===== src/rtl/dmem_stall_ctrl_if.sv =====
// External data-memory handshake bundle: req/we/addr/wdata out from the
// controller, ack/rdata back from the slow memory.
interface dmem_stall_ctrl_if #(
    parameter int ADDR_W = 16
) ();
    logic              mem_req;
    logic              mem_we;
    logic [ADDR_W-1:0] mem_addr;
    logic [31:0]       mem_wdata;
    logic              mem_ack;
    logic [31:0]       mem_rdata;

    modport master (
        output mem_req, mem_we, mem_addr, mem_wdata,
        input  mem_ack, mem_rdata
    );

    modport slave (
        input  mem_req, mem_we, mem_addr, mem_wdata,
        output mem_ack, mem_rdata
    );
endinterface


===== src/rtl/dmem_stall_ctrl.sv =====
// Stalls the single-cycle MIPS datapath around each load/store to a slow req/ack data memory.
// Optional macro DMEM_TIMEOUT_EN adds a WAIT timeout with sticky timeout_err.
//
//   state  | meaning
//   IDLE   | no access pending; accesses are issued from here
//   WAIT   | mem_req held, waiting for mem_ack (or timeout)
//   DONE   | datapath released for one cycle, latched read data presented
module dmem_stall_ctrl #(
    parameter int ADDR_W         = 16,
    parameter int TIMEOUT_CYCLES = 64
) (
    input  logic        clk,
    input  logic        reset,
    input  logic        MemRead,
    input  logic        MemWrite,
    input  logic        RegWrite_in,
    input  logic [31:0] address,
    input  logic [31:0] write_data,
    output logic [31:0] read_data,
    output logic        PC_en,
    output logic        RegWrite_out,
    output logic        align_err,
`ifdef DMEM_TIMEOUT_EN
    output logic        timeout_err,
`endif
    dmem_stall_ctrl_if.master mem
);

    typedef enum logic [1:0] {S_IDLE, S_WAIT, S_DONE} state_t;

    state_t            r_state;
    state_t            w_next_state;

    logic              r_mem_req;
    logic              r_mem_we;
    logic [ADDR_W-1:0] r_mem_addr;
    logic [31:0]       r_mem_wdata;
    logic [31:0]       r_rdata;
    logic              r_align_err;

    logic              w_access;
    logic              w_aligned;
    logic              w_issue;
    logic              w_misalign;
    logic              w_ack;
    logic              w_timeout;

    assign w_access   = MemRead | MemWrite;
    assign w_aligned  = (address[1:0] == 2'b00);
    assign w_issue    = (r_state == S_IDLE) && w_access && w_aligned;
    assign w_misalign = (r_state == S_IDLE) && w_access && !w_aligned;
    assign w_ack      = (r_state == S_WAIT) && mem.mem_ack;

`ifdef DMEM_TIMEOUT_EN
    localparam int CNT_W = $clog2(TIMEOUT_CYCLES + 1);

    logic [CNT_W-1:0] r_tmo_cnt;
    logic             r_timeout_err;

    // Down-counter loaded on WAIT entry; terminal count in WAIT without ack forces completion.
    assign w_timeout = (r_state == S_WAIT) && !mem.mem_ack && (r_tmo_cnt == '0);

    always_ff @(posedge clk or posedge reset) begin
        if (reset) begin
            r_tmo_cnt     <= '0;
            r_timeout_err <= 1'b0;
        end else begin
            if (w_issue) begin
                r_tmo_cnt <= CNT_W'(TIMEOUT_CYCLES - 1);
            end else if ((r_state == S_WAIT) && (r_tmo_cnt != '0)) begin
                r_tmo_cnt <= r_tmo_cnt - 1'b1;
            end
            if (w_timeout) begin
                r_timeout_err <= 1'b1;
            end
        end
    end

    assign timeout_err = r_timeout_err;
`else
    assign w_timeout = 1'b0;
    wire [31:0] w_unused_timeout = TIMEOUT_CYCLES;
`endif

    wire w_unused_addr = ^{address[31:ADDR_W+2]};

    always_ff @(posedge clk or posedge reset) begin
        if (reset) begin
            r_state <= S_IDLE;
        end else begin
            r_state <= w_next_state;
        end
    end

    always_comb begin
        w_next_state = r_state;
        case (r_state)
            S_IDLE: begin
                if (w_issue) begin
                    w_next_state = S_WAIT;
                end else if (w_misalign) begin
                    w_next_state = S_DONE;
                end
            end
            S_WAIT: begin
                if (w_ack || w_timeout) begin
                    w_next_state = S_DONE;
                end
            end
            S_DONE:  w_next_state = S_IDLE;
            default: w_next_state = S_IDLE;
        endcase
    end

    always_comb begin
        PC_en        = 1'b1;
        RegWrite_out = RegWrite_in;
        read_data    = 32'h0;
        case (r_state)
            S_IDLE: begin
                if (w_access) begin
                    PC_en        = 1'b0;
                    RegWrite_out = 1'b0;
                end
            end
            S_WAIT: begin
                PC_en        = 1'b0;
                RegWrite_out = 1'b0;
            end
            S_DONE:  read_data = r_rdata;
            default: ;
        endcase
    end

    // Request fields are captured once at issue; inputs are not looked at again during WAIT.
    always_ff @(posedge clk or posedge reset) begin
        if (reset) begin
            r_mem_req   <= 1'b0;
            r_mem_we    <= 1'b0;
            r_mem_addr  <= '0;
            r_mem_wdata <= 32'h0;
            r_rdata     <= 32'h0;
            r_align_err <= 1'b0;
        end else begin
            if (w_issue) begin
                r_mem_req   <= 1'b1;
                r_mem_we    <= MemWrite;
                r_mem_addr  <= address[ADDR_W+1:2];
                r_mem_wdata <= write_data;
            end else if (w_ack) begin
                r_mem_req <= 1'b0;
                r_mem_we  <= 1'b0;
                r_rdata   <= r_mem_we ? 32'h0 : mem.mem_rdata;
            end else if (w_timeout) begin
                r_mem_req <= 1'b0;
                r_mem_we  <= 1'b0;
                r_rdata   <= 32'hDEAD_BEEF;
            end
            if (w_misalign) begin
                r_align_err <= 1'b1;
                r_rdata     <= 32'h0;
            end
        end
    end

    assign mem.mem_req   = r_mem_req;
    assign mem.mem_we    = r_mem_we;
    assign mem.mem_addr  = r_mem_addr;
    assign mem.mem_wdata = r_mem_wdata;
    assign align_err     = r_align_err;

endmodule

===== src/flat_wrapper.sv =====
// flat-port wrapper written by rule: the top's interface ports become plain ports
module dmem_stall_ctrl_flat 
#(
    parameter int ADDR_W         = 16,
    parameter int TIMEOUT_CYCLES = 64
)
  (clk, reset, MemRead, MemWrite, RegWrite_in, address, write_data, read_data, PC_en, RegWrite_out, align_err, mem_mem_req, mem_mem_we, mem_mem_addr, mem_mem_wdata, mem_mem_ack, mem_mem_rdata);
  dmem_stall_ctrl_if #(.ADDR_W(ADDR_W)) mem_i ();
  input  logic clk;
  input  logic reset;
  input  logic MemRead;
  input  logic MemWrite;
  input  logic RegWrite_in;
  input  logic [31:0] address;
  input  logic [31:0] write_data;
  output logic [31:0] read_data;
  output logic PC_en;
  output logic RegWrite_out;
  output logic align_err;
  output wire logic [$bits(mem_i.mem_req)-1:0] mem_mem_req;
  output wire logic [$bits(mem_i.mem_we)-1:0] mem_mem_we;
  output wire logic [$bits(mem_i.mem_addr)-1:0] mem_mem_addr;
  output wire logic [$bits(mem_i.mem_wdata)-1:0] mem_mem_wdata;
  input wire logic [$bits(mem_i.mem_ack)-1:0] mem_mem_ack;
  input wire logic [$bits(mem_i.mem_rdata)-1:0] mem_mem_rdata;
  assign mem_mem_req = mem_i.mem_req;
  assign mem_mem_we = mem_i.mem_we;
  assign mem_mem_addr = mem_i.mem_addr;
  assign mem_mem_wdata = mem_i.mem_wdata;
  assign mem_i.mem_ack = mem_mem_ack;
  assign mem_i.mem_rdata = mem_mem_rdata;
  dmem_stall_ctrl #(.ADDR_W(ADDR_W), .TIMEOUT_CYCLES(TIMEOUT_CYCLES)) u_core (.clk(clk), .reset(reset), .MemRead(MemRead), .MemWrite(MemWrite), .RegWrite_in(RegWrite_in), .address(address), .write_data(write_data), .read_data(read_data), .PC_en(PC_en), .RegWrite_out(RegWrite_out), .align_err(align_err), .mem(mem_i));
endmodule

===== config.mk =====
export PLATFORM = sky130hd
export DESIGN_NAME = dmem_stall_ctrl_flat
export DESIGN_NICKNAME = d
export VERILOG_FILES = /design/src/rtl/dmem_stall_ctrl_if.sv /design/src/rtl/dmem_stall_ctrl.sv /design/src/flat_wrapper.sv
export SDC_FILE = /design/constraint.sdc
export NUM_CORES = 1
export LEC_CHECK = 0
export CORE_MARGIN = 8
export CORE_UTILIZATION = 36
export CTS_CLUSTER_DIAMETER = 200
export DETAILED_ROUTE_END_ITERATION = 16
export PLACE_DENSITY_LB_ADDON = 0.3
export SYNTH_ARGS = -nofsm -noshare
export SYNTH_HDL_FRONTEND = slang
export SYNTH_SLANG_ARGS = --single-unit

===== constraint.sdc =====
create_clock -name clk -period 2.4 [get_ports clk]
set_input_delay 0.24 -clock clk [delete_from_list [all_inputs] [get_ports clk]]
set_output_delay 0.24 -clock clk [all_outputs]
set_load 0.01 [all_outputs]

Figure 1. Wiring by layer.
Only two layers are drawn.
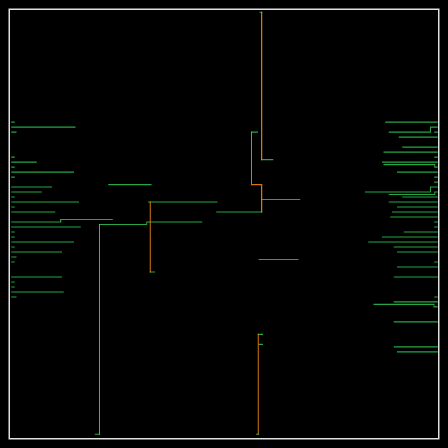
layer	colour	wire length
met3	green	660 um
met4	orange	168 um
wire length per cell: 17.5 um
GR Util All Layers: 15.3%

==> results.py <==
# Auto-generated metrics
metrics = {
    "floorplanning": {
        "die_h_um": 117,
        "die_x_um": 117,
        "fp-row-count": 36,
        "die-area_um2": 13600,
        "core-area_um2": 9820,
    },
    "final_timing": {
        "finalSetupViolations": 0,
        "rsz0062_at_grt": "false",
        "slew_violations": 0,
        "finalClockSkew_ps": 7.83,
        "period_used_pct": 92.1,
        "setup_tns_ps": 0,
        "finalHoldViolCount": 0,
        "fmax_mhz": 453,
        "worst_pin_slew_ps": 524,
    },
    "worst_setup_path": {
        "rr_worst_depth": 3,
        "cp-start-kind": "flop",
        "r2r_end": "u_core.mem.mem_addr[10]",
        "startpoint": "u_core.r_state[0]",
        "crit_type": "reg2out",
        "arrival_ps": 1970,
        "r2r-start": "u_core.r_state[0]",
        "crit_fanout": 32,
        "cp.required_ps": 2160,
    },
    "pwr": {
        "power.internal_mw": 3.75,
        "pwr-share-comb_pct": 37.3,
        "peakVddDrop_mv": 0.590,
        "p_switching_mw": 1.47,
        "power.share.switching_pct": 28.2,
        "seq_power_share_pct": 39.2,
        "p_per_area_nw_per_um2": 906,
    },
    "final_layout": {
        "layout-drive-gt1-share_pct": 16.3,
        "final_cell_count_no_fill": 611,
        "insertedDiodeCount": 0,
        "finalNetCount": 575,
        "seq_area_um2": 2130,
        "layout.area.comb_um2": 1390,
        "fillCellCount": 880,
    },
    "run": {
        "maxCapViolCount": 0,
        "tool_warnings": 40,
    },
    "detailed_routing": {
        "drtIter0Drc": 109,
        "routed_wirelength_um": 10700,
        "vias": 2864,
        "ant_nets": 0,
        "viasPerCell": 4.69,
        "drt_pre_antenna_iters": 4,
        "drc": 0,
    },
    "synth": {
        "yosys-top-cells-count": "dfrtp_1 (85), mux2_2 (44), nand2_1 (35)",
        "ys_seq_share_pct": 58.4,
        "edf_count": 0,
        "ys_top_cells_by_area": "dfrtp_1 (58%), mux2_2 (14%), nand3b_1 (6.8%)",
        "syn-num-nets": 405,
        "yosys-stat-area_um2": 3640,
        "yosys_most_used_dff": "dfrtp_1",
        "synth_area_um2": 3640,
        "synth_cells": 303,
        "synth_flop_count": 85,
        "synth_top_cell_by_area": "dfrtp_1",
        "synth.most_common_cell": "dfrtp_1",
        "ys_types": 21,
    },
    "clocking": {
        "clk_pin_slew_ps": 90,
        "cts_resized": 0,
        "cts.sinks": 85,
        "postCtsSetupBuffers": 0,
        "cts_max_level": 3,
        "hold_buffers": 0,
        "insertion_delay_ps": 340,
        "cts_max_path_buffers": 2,
        "cts_tree": "done",
        "cts_buffers": 9,
        "cts_root_buffer": "clkbuf_8",
    },
    "placed_design": {
        "place_hpwl_um": 7750,
        "portBuffers": 172,
        "gp_congestion": 0.742,
        "dpl.cell_count": 595,
    },
    "grt": {
        "grt_max_degree": 50,
        "grt_pass1_vias": 3074,
        "antenna_found_initial": 0,
        "grt_first_pass_wirelength_um": 16300,
    },
    "hold_path": {
        "hold_class": "in2async",
    },
    "outcome": {
        "status": "complete, no violations",
    },
}
Figure 2. Track usage over the die.
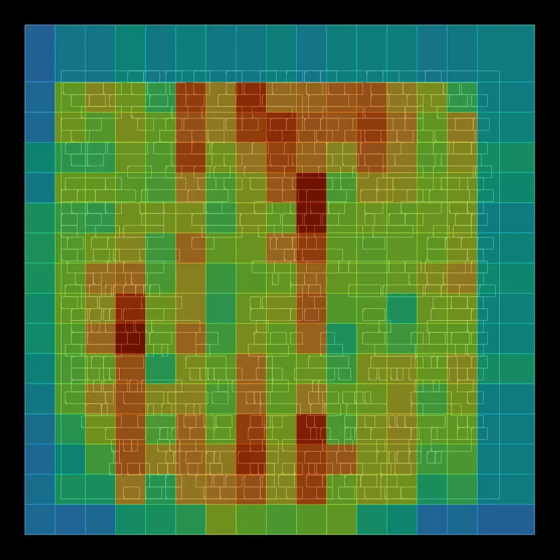
Most Crowded Layer GR: met2
fin util: 58.7%
met2 GRT Util: 27.1%
grt met3 use: 4.34%

[flip-flops by register name (all words and copies together), names as in the netlist]
| signal | flops |
|---|---|
| u_core.align_err | 1 |
| u_core.mem.mem_addr | 16 |
| u_core.mem.mem_req | 1 |
| u_core.mem.mem_wdata | 32 |
| u_core.mem.mem_we | 1 |
| u_core.r_rdata | 32 |
| u_core.r_state | 2 |
[power groups by stage]
stage / logic, mW / clock network (mW) / registers [mW]
CTS: 1.99 / 1.27 / 2.05
finish: 1.95 / 1.23 / 2.05
global route: 2.06 / 1.34 / 2.10
detailed placement: 1.98 / 0 / 2.07
floorplan: 0.668 / 0 / 2.23
global placement: 1.95 / 0 / 2.04
[cell families after synthesis]
group	Yosys count	share of synthesized area [%]
AOI/OAI and AO/OA	33	4.54
buffers and inverters	24	3.54
DFF	85	58.4
muxes	49	15.5
and+or+nand+nor	112	18.0
[cell type report]
type / instances / share of cell area (%)
multi-input combinational: 194 / 24.2
timing repair buffer: 181 / 31.5
sequential: 85 / 36.9
inverter: 2 / 0.195
tap: 133 / 2.89
clock inverter: 5 / 1.87
clock buffer: 11 / 2.45
[cell usage in the layout (no fill, tap or decap), drive strengths merged, types with 2 or more instances in the layout]
master	synthesis	layout
dfrtp	85	85
a21oi	32	32
mux2	48	48
nand2b	2	2
or2	2	2
buf	6	9
bufinv	0	3
nand2	35	35
nor2	2	2
clkinv	0	2
clkdlybuf4s50	0	172
nand3b	33	33
and2	33	33
clkbuf	16	11
[critical path: stages, from the launching register on]
cell and delay [ps]:
dfrtp_1 470, nor2b_2 130, buf_4 290, and2_1 180
clkdlybuf4s50_1 560
[worst max path at each step]
stage	to	slack, ps
after floorplan	u_core.mem.mem_addr[10]	760
after global placement	u_core.mem.mem_addr[10]	140
after detailed placement	u_core.mem.mem_addr[11]	140
after CTS	read_data[31]	170
after global routing	read_data[0]	60
final	read_data[31]	190
[per-stage QoR]
stage / hold slack (ps) / worst slack (ps) / power [mW] / utilization [%] / instance area, um^2
after floorplan: 347 / 761 / 2.90 / - / 3640
after global placement: 456 / 145 / 3.99 / 56.1 / 5510
after detailed placement: 458 / 144 / 4.05 / 56.1 / 5510
after CTS: 277 / 167 / 5.31 / 58.7 / 5760
after global routing: 304 / 63.6 / 5.50 / 58.7 / 5760
final: 282 / 190 / 5.22 / 58.7 / 5760
[per-layer routing]
metal	track usage (%)	up-vias	wire length [um]
met5	0	-	0
met4	5.38	0	168
met3	4.34	11	660
met2	27.1	81	5720
met1	17.3	1414	4130
li1	-	1358	-
Power is estimated from default activity; no workload was simulated.
